$ cat src/rtl/pulpino_boot_pkg.sv
// Shared types and defaults for the PULPino boot/run sequencer.
package pulpino_boot_pkg;

  typedef enum logic [2:0] {
    ST_IDLE     = 3'd0,
    ST_RST_HOLD = 3'd1,
    ST_ARM      = 3'd2,
    ST_RUN      = 3'd3,
    ST_HALT     = 3'd4
  } boot_state_e;

  localparam int BOOT_CNT_W = 8;
  localparam int CYC_CNT_W  = 32;

  localparam logic [31:0] DEF_BOOT_ADDR       = 32'h0000_8000;
  localparam int unsigned DEF_RST_HOLD_CYCLES = 16;
  localparam int unsigned DEF_FETCH_DELAY     = 8;
  localparam int unsigned DEF_WDT_TIMEOUT     = 1000000;

  function automatic logic [BOOT_CNT_W-1:0] sat_inc(input logic [BOOT_CNT_W-1:0] v);
    return (&v) ? v : v + BOOT_CNT_W'(1);
  endfunction

endpackage

$ cat src/rtl/pulpino_boot_wdt.sv
// Heartbeat watchdog: any change on the heartbeat bus while running is a kick;
// expire is raised in the cycle the counter hits TIMEOUT-1 without a kick.
module pulpino_boot_wdt
  import pulpino_boot_pkg::*;
#(
  parameter int unsigned TIMEOUT = DEF_WDT_TIMEOUT
) (
  input  logic        clk,
  input  logic        rst_n,
  input  logic        run,
  input  logic [31:0] heartbeat,
  output logic        expire
);

  logic [CYC_CNT_W-1:0] cnt;
  logic [31:0]          prev;
  logic                 run_d;
  logic                 kick;

  // The first RUN cycle only captures the heartbeat; it can never count as a kick.
  assign kick   = run && run_d && (heartbeat != prev);
  assign expire = run && !kick && (cnt == CYC_CNT_W'(TIMEOUT - 1));

  always_ff @(posedge clk or negedge rst_n) begin
    if (!rst_n) begin
      cnt   <= '0;
      prev  <= '0;
      run_d <= 1'b0;
    end else begin
      prev  <= heartbeat;
      run_d <= run;
      if (!run || kick) cnt <= '0;
      else              cnt <= cnt + CYC_CNT_W'(1);
    end
  end

endmodule

$ cat src/rtl/pulpino_boot_ctrl.sv
// Boot/run sequencer for the PULPino core: reset hold, fetch arm, run, JTAG halt.
// Optional heartbeat watchdog enabled by defining PULPINO_BOOT_WDT_EN.
module pulpino_boot_ctrl
  import pulpino_boot_pkg::*;
#(
  parameter logic [31:0] BOOT_ADDR_DEFAULT = DEF_BOOT_ADDR,
  parameter int unsigned RST_HOLD_CYCLES   = DEF_RST_HOLD_CYCLES,
  parameter int unsigned FETCH_DELAY       = DEF_FETCH_DELAY,
  parameter int unsigned WDT_TIMEOUT       = DEF_WDT_TIMEOUT
) (
  input  logic                  clk_clk,
  input  logic                  reset_reset_n,
  input  logic                  dbg_reset_i,
  input  logic                  start_i,
  input  logic                  stop_i,
  input  logic                  boot_addr_we_i,
  input  logic [31:0]           boot_addr_data_i,
  input  logic [31:0]           heartbeat_i,
  output logic                  core_rst_n_o,
  output logic                  fetch_enable_o,
  output logic [31:0]           boot_addr_o,
  output logic                  testmode_o,
  output logic                  clock_gating_o,
  output logic [2:0]            state_o,
  output logic                  wdt_expired_o,
  output logic [BOOT_CNT_W-1:0] boot_count_o
);

  boot_state_e          state, next_state;
  logic [CYC_CNT_W-1:0] cnt, cnt_next;
  logic                 wdt_expire;
  logic                 wdt_fire;
  logic                 in_run;

  assign in_run         = (state == ST_RUN);
  assign state_o        = state;
  assign testmode_o     = 1'b0;
  assign clock_gating_o = 1'b0;

  // NOTE: every signal written here gets a default first so no path leaves it unassigned (no latch).
  always_comb begin
    next_state = state;
    wdt_fire   = 1'b0;
    unique case (state)
      ST_IDLE: if (start_i) next_state = ST_RST_HOLD;
      ST_RST_HOLD: begin
        if (dbg_reset_i)                                   next_state = ST_HALT;
        else if (stop_i)                                   next_state = ST_IDLE;
        else if (cnt == CYC_CNT_W'(RST_HOLD_CYCLES - 1))   next_state = ST_ARM;
      end
      ST_ARM: begin
        if (dbg_reset_i)                                   next_state = ST_HALT;
        else if (stop_i)                                   next_state = ST_IDLE;
        else if (cnt == CYC_CNT_W'(FETCH_DELAY - 1))       next_state = ST_RUN;
      end
      ST_RUN: begin
        if (dbg_reset_i)      next_state = ST_HALT;
        else if (stop_i)      next_state = ST_IDLE;
        else if (wdt_expire) begin
          next_state = ST_RST_HOLD;
          wdt_fire   = 1'b1;
        end
      end
      ST_HALT: begin
        if (dbg_reset_i)      next_state = ST_HALT;
        else if (stop_i)      next_state = ST_IDLE;
        else                  next_state = ST_RST_HOLD;
      end
      default:                next_state = ST_IDLE;
    endcase

    // Phase counter restarts on every state change, so HALT always clears it.
    cnt_next = '0;
    if (next_state == state && (state == ST_RST_HOLD || state == ST_ARM))
      cnt_next = cnt + CYC_CNT_W'(1);
  end

  // NOTE: sequential state uses non-blocking assignments so all registers update from pre-edge values.
  always_ff @(posedge clk_clk or negedge reset_reset_n) begin
    if (!reset_reset_n) begin
      state          <= ST_IDLE;
      cnt            <= '0;
      core_rst_n_o   <= 1'b0;
      fetch_enable_o <= 1'b0;
      boot_addr_o    <= BOOT_ADDR_DEFAULT;
      boot_count_o   <= '0;
    end else begin
      state          <= next_state;
      cnt            <= cnt_next;
      core_rst_n_o   <= (next_state == ST_ARM) || (next_state == ST_RUN);
      fetch_enable_o <= (next_state == ST_RUN);
      if (boot_addr_we_i && (state == ST_IDLE || state == ST_HALT))
        boot_addr_o <= boot_addr_data_i;
      if (next_state == ST_RUN && state != ST_RUN)
        boot_count_o <= sat_inc(boot_count_o);
    end
  end

`ifdef PULPINO_BOOT_WDT_EN
  logic wdt_expired_q;

  pulpino_boot_wdt #(
    .TIMEOUT(WDT_TIMEOUT)
  ) u_wdt (
    .clk      (clk_clk),
    .rst_n    (reset_reset_n),
    .run      (in_run),
    .heartbeat(heartbeat_i),
    .expire   (wdt_expire)
  );

  // Sticky until software restarts the core from IDLE.
  always_ff @(posedge clk_clk or negedge reset_reset_n) begin
    if (!reset_reset_n)                  wdt_expired_q <= 1'b0;
    else if (wdt_fire)                   wdt_expired_q <= 1'b1;
    else if (state == ST_IDLE && start_i) wdt_expired_q <= 1'b0;
  end

  assign wdt_expired_o = wdt_expired_q;
`else
  logic unused_wdt;
  assign wdt_expire    = 1'b0;
  assign wdt_expired_o = 1'b0;
  assign unused_wdt    = ^{heartbeat_i, wdt_fire, in_run, 32'(WDT_TIMEOUT)};
`endif

endmodule

$ cat config.mk
export PLATFORM = sky130hd
export DESIGN_NAME = pulpino_boot_ctrl
export DESIGN_NICKNAME = d
export VERILOG_FILES = /design/src/rtl/pulpino_boot_pkg.sv /design/src/rtl/pulpino_boot_wdt.sv /design/src/rtl/pulpino_boot_ctrl.sv
export SDC_FILE = /design/constraint.sdc
export NUM_CORES = 1
export LEC_CHECK = 0
export CORE_MARGIN = 10
export CORE_UTILIZATION = 30
export CTS_CLUSTER_DIAMETER = 150
export DETAILED_ROUTE_END_ITERATION = 16
export HOLD_SLACK_MARGIN = 0.15
export SYNTH_ARGS = -nofsm -noshare
export SYNTH_HDL_FRONTEND = slang
export SYNTH_SLANG_ARGS = --single-unit
$ cat constraint.sdc
create_clock -name clk_clk -period 4.11 [get_ports clk_clk]
set_input_delay 0.822 -clock clk_clk [delete_from_list [all_inputs] [get_ports clk_clk]]
set_output_delay 0.822 -clock clk_clk [all_outputs]
set_load 0.01 [all_outputs]
==> impl_metrics.py, run 1 <==
# Physical implementation metrics
metrics = {
    "yosys": {
        "yosys-stat-area_sq_um": 3520,
        "synth.distinct_cells": 45,
        "yosys-mux-area-fraction_pct": 10.6,
        "yosys.area_share.xor_xnor_pct": 8.96,
        "asyncSetResetFlopFracSynth_pct": 100,
        "netlist.area_leader.share_pct": 54.1,
    },
    "finish": {
        "area_share_nonclk_buffers_pct": 17.4,
        "nets": 462,
        "non_clock_inverter_count": 6,
        "comb_cells": 212,
        "share_of_final_layout_cell_area_taken_by_clock_buffers_and_inverters_pct": 6.48,
        "layout.cells.most_common_list": "81 x sky130_fd_sc_hd__clkdlybuf4s50_1, 76 x sky130_fd_sc_hd__dfrtp_1, 48 x sky130_fd_sc_hd__nor2_1",
        "top_area_cell_class": "sequential cells",
        "comb_area_share_pct": 31.7,
    },
    "worst_setup_path": {
        "worstSetupStartpointType": "input port",
        "worstPathArrival_ns": 3.06,
        "end_kind": "flop",
        "critical_path_class": "input port to flop",
        "critPathMaxStageDelay_ns": 0.44,
        "setup.worst_path.start": "dbg_reset_i",
        "crit_buf_inv": 1,
        "timing.critical_path.to": "boot_count_o[1]",
        "worstPathCellList": "clkdlybuf4s50_1, or3_4, or3b_4, nor4_4, o21ai_2, a21oi_2, mux2_1",
    },
    "worst_hold_path": {
        "min-delay-start": "cnt[0]",
        "worstHoldPathCells": 1,
    },
    "pwr": {
        "vdd.ir_drop.worst_mv": 0.317,
        "share_of_power_burned_in_combinational_logic_pct": 24.7,
        "sequential_fraction_of_design_power_pct": 40.6,
    },
    "cts": {
        "clock_sinks": 77,
        "gates_resized_cts_repair": 0,
        "clock_insertion_delay_worst_skew_ns": 0.33,
    },
    "sta": {
        "rsz0062_at_grt": "false",
    },
    "global_routing": {
        "grtUsageMet3_pct": 2.73,
        "globalRouteTotalUtil_pct": 9.54,
        "grt_remaining_overflow": 0,
        "grt_antenna_before_repair": 0,
        "grt_pass1_wl_microns": 13000,
    },
    "routing": {
        "via_count": 2541,
        "viasPerCell": 4.72,
    },
    "die": {
        "num_rows": 39,
        "die_h_microns": 128,
    },
    "placed_design": {
        "post-dp-hpwl_microns": 5730,
        "rd_place_congestion": 0.769,
    },
    "run_status": {
        "outcome": "finished, final reports clean",
    },
}
==> run_1/clk_routes.png <==
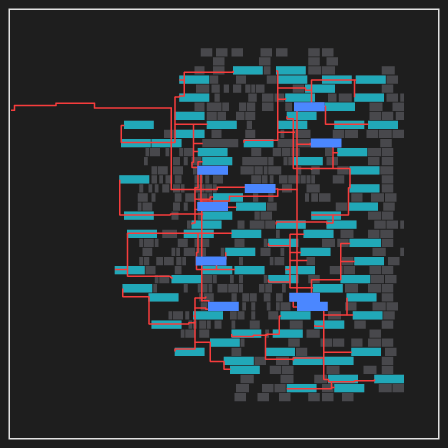
legend:
  clock drivers:
    colour: blue
    count: 9
  flip-flops:
    colour: cyan
    count: 77
  clock wires:
    colour: red
    length: 997 microns
routed clock nets: 10
power in the clock group: 0.000803 W
share of power burned in the clock network: 34.7%

==> run_1/flops_by_reg.png <==
Scale bar: 50 microns.
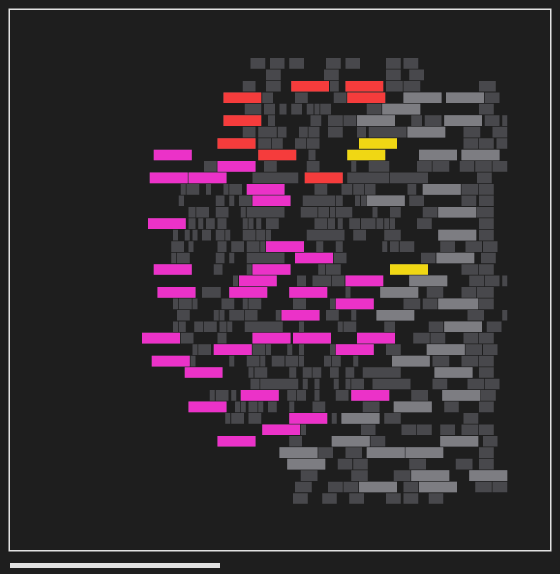
legend:
  cnt:
    colour: magenta
    flops: 32
  boot_count_o:
    colour: red
    flops: 8
    where: north
  state_o:
    colour: yellow
    flops: 3
Seq power: 0.000940 W
sequential cell area in the final layout: 1930 sq um
Post-Route Utilization: 41.8%
share of cell area taken by flip-flops and latches: 40.2%

==> run_1/sizes.png <==
Scale bar: 50 microns.
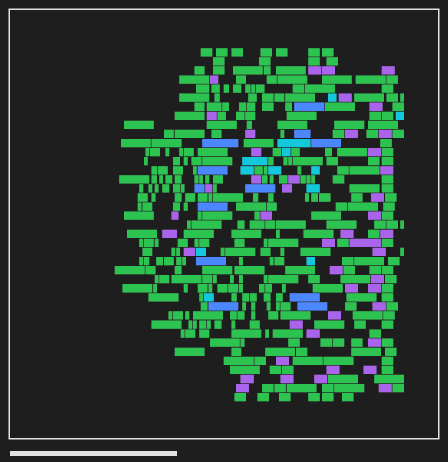
legend:
  _6 and larger:
    colour: blue
    cells: 12
  _2 cells:
    colour: purple
    cells: 45
  _0 and _1 cells:
    colour: green
    cells: 326
  _3 and _4 cells:
    colour: cyan
    cells: 12
area delta synth->final: 36.2%
Finished Cell Area: 4790 sq um
Buffers, non-clock: 84
PnR worst setup slack: 1.25 ns

==> run_1/placement.png <==
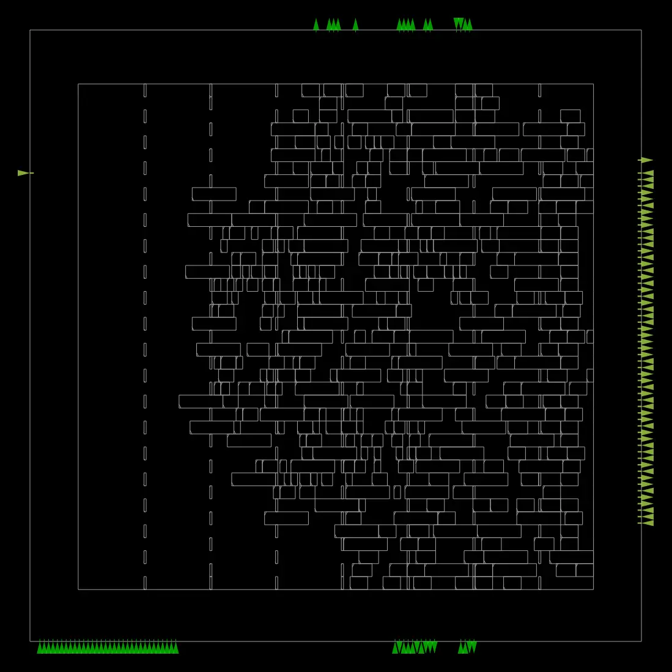

==> inputs of run 2 (changes only) <==
clock period = 2.66 ns   (was 4.11 ns; I/O delays follow)
==> run_2/placement.png <==
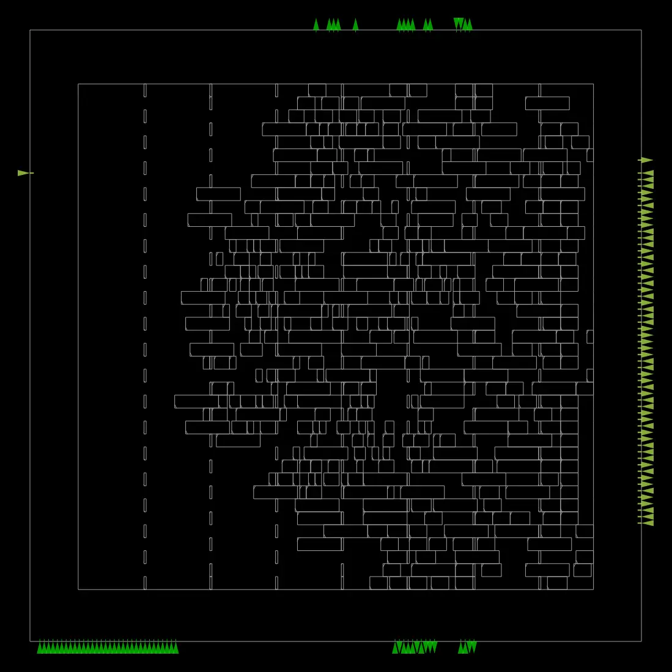
share of cell area taken by flip-flops and latches: 39.5%
final std cells w/o fill: 546
fillers: 1,110
core region area: 11,500 sq um
Post-Route Utilization: 42.5%

==> run_2/sizes.png <==
Scale bar: 50 microns.
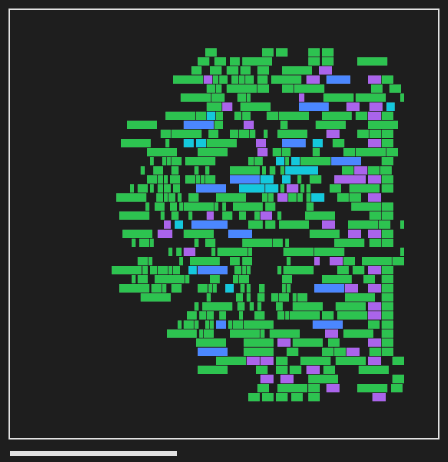
Finished Cell Area: 4880 sq um
PnR worst setup slack: 0.146 ns
area delta synth->final: 38.7%
Buffers, non-clock: 92

==> impl_metrics.py, run 2 <==
# Physical implementation metrics
metrics = {
    "pwr": {
        "sequential_fraction_of_design_power_pct": 40.7,
        "clock_power_share_pct": 33.8,
        "vdd.ir_drop.worst_mv": 0.426,
        "power.sequential.total_w": 0.00145,
        "p_clk_w": 0.00121,
        "share_of_power_burned_in_combinational_logic_pct": 25.4,
    },
    "finish": {
        "area_share_nonclk_buffers_pct": 19.1,
        "comb_cells": 212,
        "nets": 470,
        "layout.cells.most_common_list": "81 x sky130_fd_sc_hd__clkdlybuf4s50_1, 76 x sky130_fd_sc_hd__dfrtp_1, 48 x sky130_fd_sc_hd__nor2_1",
        "ff_latch_area_sq_um": 1930,
        "share_of_final_layout_cell_area_taken_by_clock_buffers_and_inverters_pct": 6.16,
        "non_clock_inverter_count": 6,
        "top_area_cell_class": "sequential cells",
        "comb_area_share_pct": 31.1,
    },
    "worst_setup_path": {
        "end_kind": "flop",
        "critical_path_class": "input port to flop",
        "timing.critical_path.to": "boot_count_o[1]",
        "worstPathCellList": "clkdlybuf4s50_1, or3_4, or3b_4, nor4_4, o21ai_2, a21oi_2, mux2_1",
        "worstSetupStartpointType": "input port",
    },
    "global_routing": {
        "grtUsageMet3_pct": 2.85,
        "grt_remaining_overflow": 0,
        "grt_pass1_wl_microns": 12900,
    },
    "cts": {
        "gates_resized_cts_repair": 0,
        "clock_insertion_delay_worst_skew_ns": 0.33,
    },
    "die": {
        "num_rows": 39,
        "die_h_microns": 128,
    },
    "routing": {
        "viasPerCell": 4.69,
    },
    "placed_design": {
        "rd_place_congestion": 0.775,
        "post-dp-hpwl_microns": 5800,
    },
    "yosys": {
        "netlist.area_leader.share_pct": 54.1,
        "yosys-stat-area_sq_um": 3520,
        "yosys.area_share.xor_xnor_pct": 8.96,
        "yosys-mux-area-fraction_pct": 10.6,
        "synth.distinct_cells": 45,
        "asyncSetResetFlopFracSynth_pct": 100,
    },
    "run_status": {
        "outcome": "finished, final reports clean",
    },
}
==> run_2/metal_density.png <==
The die is cut into 26 by 26 equal tiles; dark blue is low, red is high, scaled to the fullest tile. Values are wire area over tile area, all layers added.
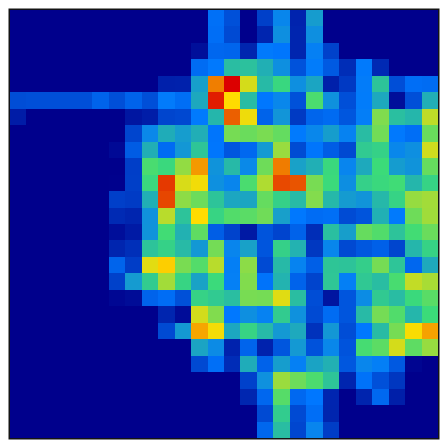
mean over tiles: 0.077
tiles over half the peak: 13%
densest ninth of the die: centre
nearly empty tiles: 41%
fullest tile: 0.37
Total Wirelength: 7860 microns
total via count in the routed design: 2,562
drt wl/cell: 14.4 microns
combined global-route utilization of all metal layers: 9.60%

No activity file was given, so power comes from the tool's default toggle rates.
